**Run 1: cells colored by class**

Fill, decap, tap and diode cells in gray.
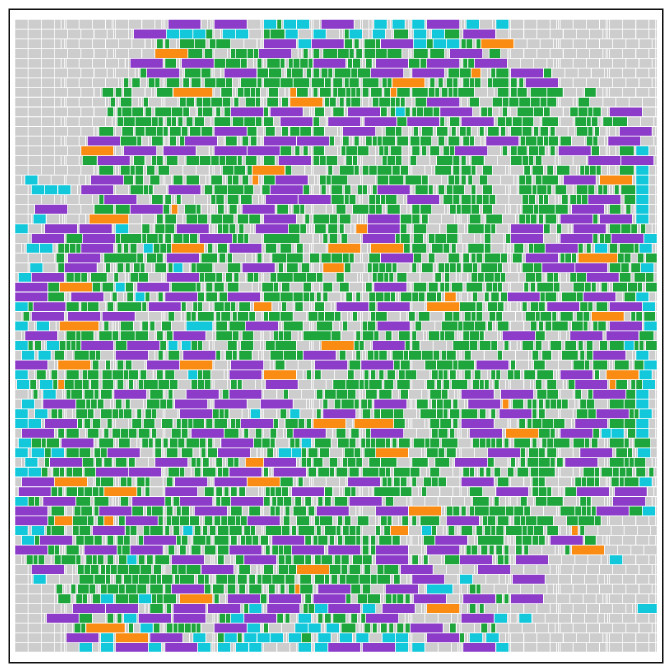
**Run 1: M1 wires**

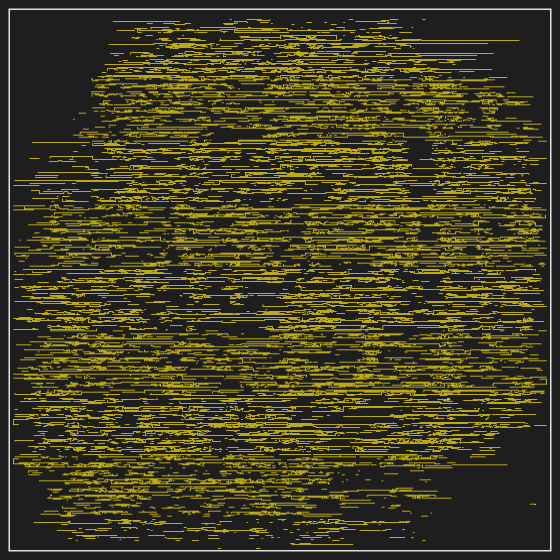
**Run 1: clock wiring as the flow saved it**

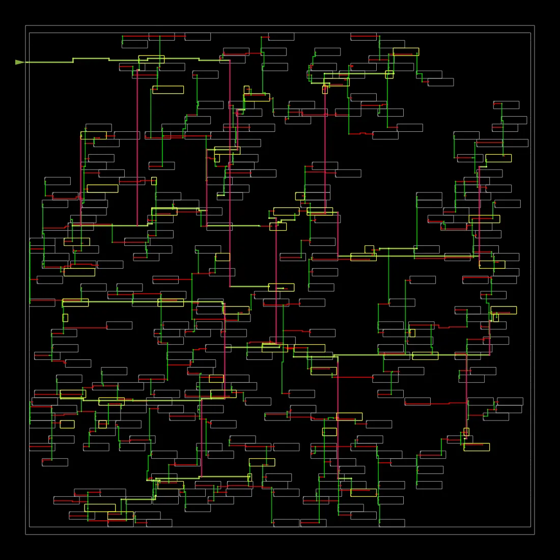
`src/rtl/mult_div_unit.sv`:
```
// Multicycle signed multiply/divide unit: radix-2 Booth multiply and restoring divide,
// one iteration per clock, results delivered to HI/LO with a one-cycle Done pulse.
module mult_div_unit #(
   parameter int unsigned WIDTH = 32
) (
   input  logic             clk,
   input  logic             reset,
   input  logic             MultStart,
   input  logic             DivStart,
   input  logic [WIDTH-1:0] A,
   input  logic [WIDTH-1:0] B,
   output logic [WIDTH-1:0] HI,
   output logic [WIDTH-1:0] LO,
   output logic             Busy,
   output logic             Done,
   output logic             DivZero
);

   localparam int unsigned CntW = (WIDTH > 1) ? $clog2(WIDTH) : 1;
   localparam logic [CntW-1:0] CntLast = CntW'(WIDTH - 1);

   typedef enum logic [1:0] {StIdle, StMult, StDiv, StFinish} state_e;

   state_e               state_q, state_d;
   logic [CntW-1:0]      cnt_q, cnt_d;
   logic [2*WIDTH+1:0]   acc_q, acc_d;
   logic [WIDTH:0]       mcand_q, mcand_d;
   logic [WIDTH-1:0]     quo_q, quo_d;
   logic [WIDTH-1:0]     rem_q, rem_d;
   logic [WIDTH-1:0]     dvsr_q, dvsr_d;
   logic                 qneg_q, qneg_d;
   logic                 rneg_q, rneg_d;
   logic [WIDTH-1:0]     hi_q, hi_d;
   logic [WIDTH-1:0]     lo_q, lo_d;
   logic                 busy_q, busy_d;
   logic                 done_q, done_d;
   logic                 divzero_q, divzero_d;

   logic [WIDTH:0]       upper;
   logic [WIDTH:0]       upper_sum;
   logic [2*WIDTH+1:0]   acc_step;
   logic [WIDTH:0]       rem_sh;
   logic [WIDTH:0]       trial;
   logic [WIDTH-1:0]     rem_nx;
   logic [WIDTH-1:0]     quo_nx;
   logic [WIDTH-1:0]     a_abs;
   logic [WIDTH-1:0]     b_abs;

   // Booth step: the upper half carries one guard bit so that subtracting the most negative
   // multiplicand cannot overflow before the arithmetic shift.
   always_comb begin
      upper = acc_q[2*WIDTH+1:WIDTH+1];
      unique case (acc_q[1:0])
         2'b01:   upper_sum = upper + mcand_q;
         2'b10:   upper_sum = upper - mcand_q;
         default: upper_sum = upper;
      endcase
      acc_step = $signed({upper_sum, acc_q[WIDTH:0]}) >>> 1;
   end

   always_comb begin
      rem_sh = {rem_q, quo_q[WIDTH-1]};
      trial  = rem_sh - {1'b0, dvsr_q};
      rem_nx = trial[WIDTH] ? rem_sh[WIDTH-1:0] : trial[WIDTH-1:0];
      quo_nx = {quo_q[WIDTH-2:0], ~trial[WIDTH]};
      a_abs  = A[WIDTH-1] ? (WIDTH'(0) - A) : A;
      b_abs  = B[WIDTH-1] ? (WIDTH'(0) - B) : B;
   end

   always_comb begin
      state_d   = state_q;
      cnt_d     = cnt_q;
      acc_d     = acc_q;
      mcand_d   = mcand_q;
      quo_d     = quo_q;
      rem_d     = rem_q;
      dvsr_d    = dvsr_q;
      qneg_d    = qneg_q;
      rneg_d    = rneg_q;
      hi_d      = hi_q;
      lo_d      = lo_q;
      divzero_d = 1'b0;

      unique case (state_q)
         StIdle, StFinish: begin
            state_d = StIdle;
            if (MultStart) begin
               acc_d   = {{(WIDTH+1){1'b0}}, A, 1'b0};
               mcand_d = {B[WIDTH-1], B};
               cnt_d   = '0;
               state_d = StMult;
            end else if (DivStart) begin
               if (B != '0) begin
                  quo_d   = a_abs;
                  rem_d   = '0;
                  dvsr_d  = b_abs;
                  qneg_d  = A[WIDTH-1] ^ B[WIDTH-1];
                  rneg_d  = A[WIDTH-1];
                  cnt_d   = '0;
                  state_d = StDiv;
               end else begin
                  divzero_d = 1'b1;
                  state_d   = StFinish;
               end
            end
         end
         StMult: begin
            acc_d = acc_step;
            cnt_d = cnt_q + 1'b1;
            if (cnt_q == CntLast) begin
               hi_d    = acc_step[2*WIDTH:WIDTH+1];
               lo_d    = acc_step[WIDTH:1];
               cnt_d   = '0;
               state_d = StFinish;
            end
         end
         StDiv: begin
            rem_d = rem_nx;
            quo_d = quo_nx;
            cnt_d = cnt_q + 1'b1;
            if (cnt_q == CntLast) begin
               lo_d    = qneg_q ? (WIDTH'(0) - quo_nx) : quo_nx;
               hi_d    = rneg_q ? (WIDTH'(0) - rem_nx) : rem_nx;
               cnt_d   = '0;
               state_d = StFinish;
            end
         end
         default: state_d = StIdle;
      endcase

      busy_d = (state_d == StMult) || (state_d == StDiv);
      done_d = (state_d == StFinish);
   end

   always_ff @(posedge clk or negedge reset) begin
      if (!reset) begin
         state_q   <= StIdle;
         cnt_q     <= '0;
         acc_q     <= '0;
         mcand_q   <= '0;
         quo_q     <= '0;
         rem_q     <= '0;
         dvsr_q    <= '0;
         qneg_q    <= 1'b0;
         rneg_q    <= 1'b0;
         hi_q      <= '0;
         lo_q      <= '0;
         busy_q    <= 1'b0;
         done_q    <= 1'b0;
         divzero_q <= 1'b0;
      end else begin
         state_q   <= state_d;
         cnt_q     <= cnt_d;
         acc_q     <= acc_d;
         mcand_q   <= mcand_d;
         quo_q     <= quo_d;
         rem_q     <= rem_d;
         dvsr_q    <= dvsr_d;
         qneg_q    <= qneg_d;
         rneg_q    <= rneg_d;
         hi_q      <= hi_d;
         lo_q      <= lo_d;
         busy_q    <= busy_d;
         done_q    <= done_d;
         divzero_q <= divzero_d;
      end
   end

   assign HI      = hi_q;
   assign LO      = lo_q;
   assign Busy    = busy_q;
   assign Done    = done_q;
   assign DivZero = divzero_q;

endmodule

```
`config.mk`:
```
export PLATFORM = sky130hd
export DESIGN_NAME = mult_div_unit
export DESIGN_NICKNAME = d
export VERILOG_FILES = /design/src/rtl/mult_div_unit.sv
export SDC_FILE = /design/constraint.sdc
export NUM_CORES = 1
export LEC_CHECK = 0
export ABC_CLOCK_PERIOD_IN_PS = 7400
export CAP_MARGIN = 15
export CORE_UTILIZATION = 57
export CTS_BUF_LIST = sky130_fd_sc_hd__clkbuf_8 sky130_fd_sc_hd__clkbuf_16
export DETAILED_ROUTE_END_ITERATION = 6
export HOLD_SLACK_MARGIN = 0.12
export PLACE_DENSITY = 0.86
export REMOVE_ABC_BUFFERS = 1
export SLEW_MARGIN = 20
export SYNTH_ARGS = -nofsm -noshare
export SYNTH_HDL_FRONTEND = slang
export SYNTH_SLANG_ARGS = --single-unit
```
`constraint.sdc`:
```
create_clock -name clk -period 7.4 [get_ports clk]
set_input_delay 1.48 -clock clk [delete_from_list [all_inputs] [get_ports clk]]
set_output_delay 1.48 -clock clk [all_outputs]
set_load 0.02 [all_outputs]
```
==> flow_summary.json, run 1 <==
{
  "status": "completed",
  "ys_chip_area_um2": 18500,
  "dominant-cell-class": "combinational gates",
  "netlist_top_cells_area": "dfrtp_1, o21ai_0, xnor2_1",
  "avgSynthCellArea_um2": 8.485,
  "ys_cells": 2180,
  "wl_met3_um": 3536,
  "grt_overflow": 0,
  "cts.path.max_buffers": 3,
  "syn_area_um2": 18500,
  "comb_power_share_pct": 56.2,
  "cp-startpoint": "quo_q[31]",
  "period_minus_slack_ps": 5687,
  "most_common_cell": "o21ai_0",
  "ys_seq_share_pct": 36.39,
  "clock-sinks": 269,
  "nClkBuffers": 34,
  "largest_register_ffs": 65,
  "wl_met1_um": 23070,
  "switching_power_mw": 4.184,
  "cp_cell_sequence": "inv_1 > ha_1 > fa_1 > nand2b_1 > a21oi_1 > o21ai_2 > a211oi_2 > nor4b_2 > nor3_4 > inv_2 > a21oi_1 > ha_1 > nand3b_1 > or4_1 > nor3_1 > a41oi_1 > a21o_1 > or3_1 > o31a_1 > xnor2_1 > a21bo_1",
  "root_buffer": "clkbuf_16"
}
-- 'cells colored by class' (at the start) --
orange -> clock drivers and dummy loads  # cells 54
cyan -> other buffers and delay cells  # cells 153
purple -> flip-flops  # cells 269
green -> all other logic  # cells 1805

-- 'M1 wires' (at the start) --
longest straight run = 54.3 µm
nets with wire on the layer = 2217
share of all routed wire = 44%

-- 'clock wiring as the flow saved it' (at the start) --
sequential cells: 269
clk latency late pin: 580 ps
Worst Skew: 14.65 ps

**Run 1: signal metal coverage by tile**

The bar under the picture is 50 µm long. 36 x 36 tiles, from dark blue (low) to red (high), scaled to the fullest tile. Values are wire area over tile area, all layers added.
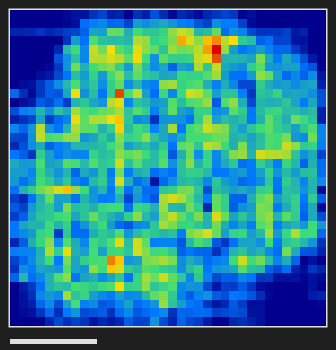

==> inputs of run 2 (changes only) <==
--- a/config.mk
+++ b/config.mk
@@ -5,7 +5,7 @@
 export SDC_FILE = /design/constraint.sdc
 export NUM_CORES = 1
 export LEC_CHECK = 0
-export ABC_CLOCK_PERIOD_IN_PS = 7400
+export ABC_CLOCK_PERIOD_IN_PS = 5450
 export CAP_MARGIN = 15
 export CORE_UTILIZATION = 57
 export CTS_BUF_LIST = sky130_fd_sc_hd__clkbuf_8 sky130_fd_sc_hd__clkbuf_16
==> constraint.sdc (replaced) <==
create_clock -name clk -period 5.45 [get_ports clk]
set_input_delay 1.09 -clock clk [delete_from_list [all_inputs] [get_ports clk]]
set_output_delay 1.09 -clock clk [all_outputs]
set_load 0.02 [all_outputs]
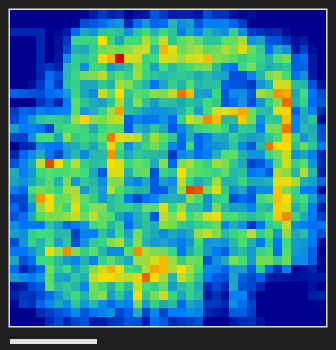
**Above:** run 2 (signal metal coverage by tile).
The bar under the picture is 50 µm long. 36 x 36 tiles, from dark blue (low) to red (high), scaled to the fullest tile. Values are wire area over tile area, all layers added.
tiles over half the peak = 26%
fullest tile = 0.74
mean over tiles = 0.26
nearly empty tiles = 9.5%

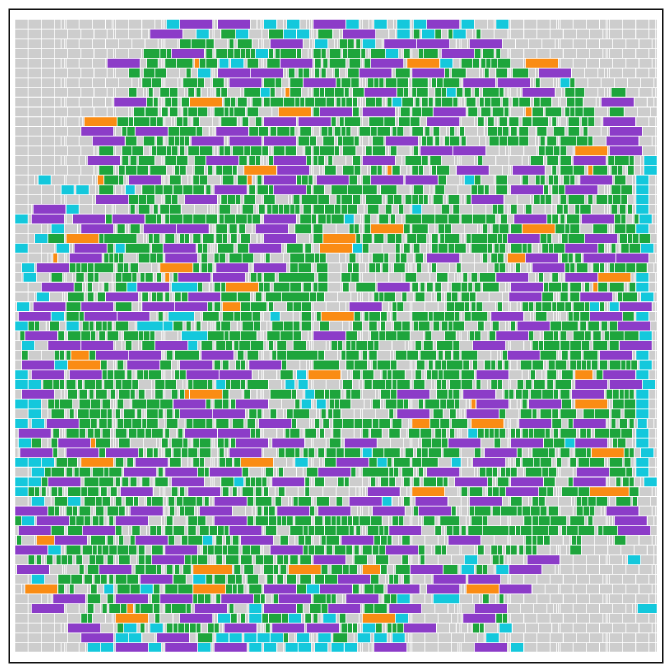
**Above:** run 2 (cells colored by class).
Fill, decap, tap and diode cells in gray.
orange -> clock drivers and dummy loads  # cells 54
green -> all other logic  # cells 1805
cyan -> other buffers and delay cells  # cells 173
purple -> flip-flops  # cells 269

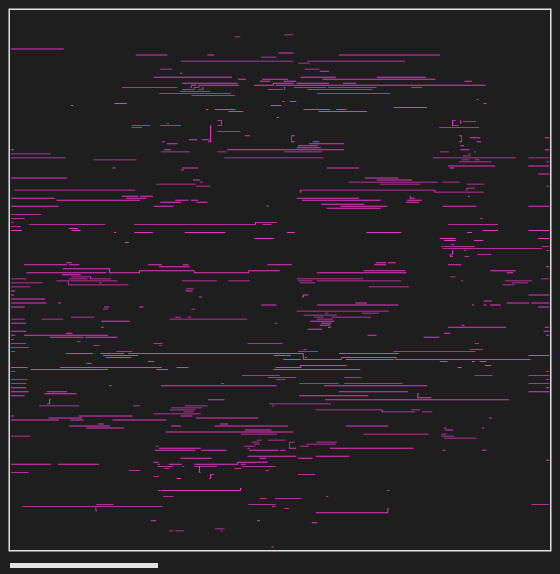
**Above:** run 2 (metal 3).
The bar under the picture is 50 µm long.
wire length on this layer = 4020 µm
longest straight run = 70.6 µm
main direction = horizontal

==> run 2 against run 1 <==
Non-clock buffer count grew 20. Die area stayed put. Utilization up 0.44 points. Clock skew increased by 5.2 ps. Combinational power up about 40%. Sequential share of layout area decreased by 0.21 points. Wire length increased by 1.8%. Largest power group unchanged.
==> flow_summary.json, run 2 <==
{
  "status": "completed",
  "root_buffer": "clkbuf_16",
  "syn_area_um2": 18500,
  "clock-sinks": 269,
  "cts.path.max_buffers": 3,
  "seq_cells": 269,
  "wl_met1_um": 22890,
  "switching_power_mw": 5.722,
  "cp-startpoint": "quo_q[31]",
  "die-area_um2": 33180,
  "taps": 402,
  "grt_overflow": 0,
  "netlist_top_cells_area": "dfrtp_1, o21ai_0, xnor2_1",
  "slew_violations": 0,
  "ys_chip_area_um2": 18500,
  "slowest_delay_ps": 450,
  "rows": 65,
  "most_common_cell": "o21ai_0",
  "ff_type": "dfrtp_1",
  "ys_cells": 2180,
  "nClkBuffers": 38,
  "largest_register_ffs": 65,
  "cp_cell_sequence": "inv_1 > ha_1 > fa_1 > nand2b_1 > a21oi_2 > o21ai_2 > a211oi_4 > o211a_1 > nor3_4 > inv_2 > nor2_1 > a21oi_1 > ha_1 > nand3b_1 > or4_1 > nor3_2 > a41oi_1 > a21o_1 > or3_1 > o31a_1 > xnor2_1 > a21bo_1",
  "ys_seq_share_pct": 36.39,
  "nets": 2424,
  "async_reset_ff_share_pct": 100.0,
  "fin_skew_ps": 19.81,
  "dominant-cell-class": "combinational gates",
  "core_area_um2": 31720,
  "avgSynthCellArea_um2": 8.485
}
Power and IR drop assume default switching activity.
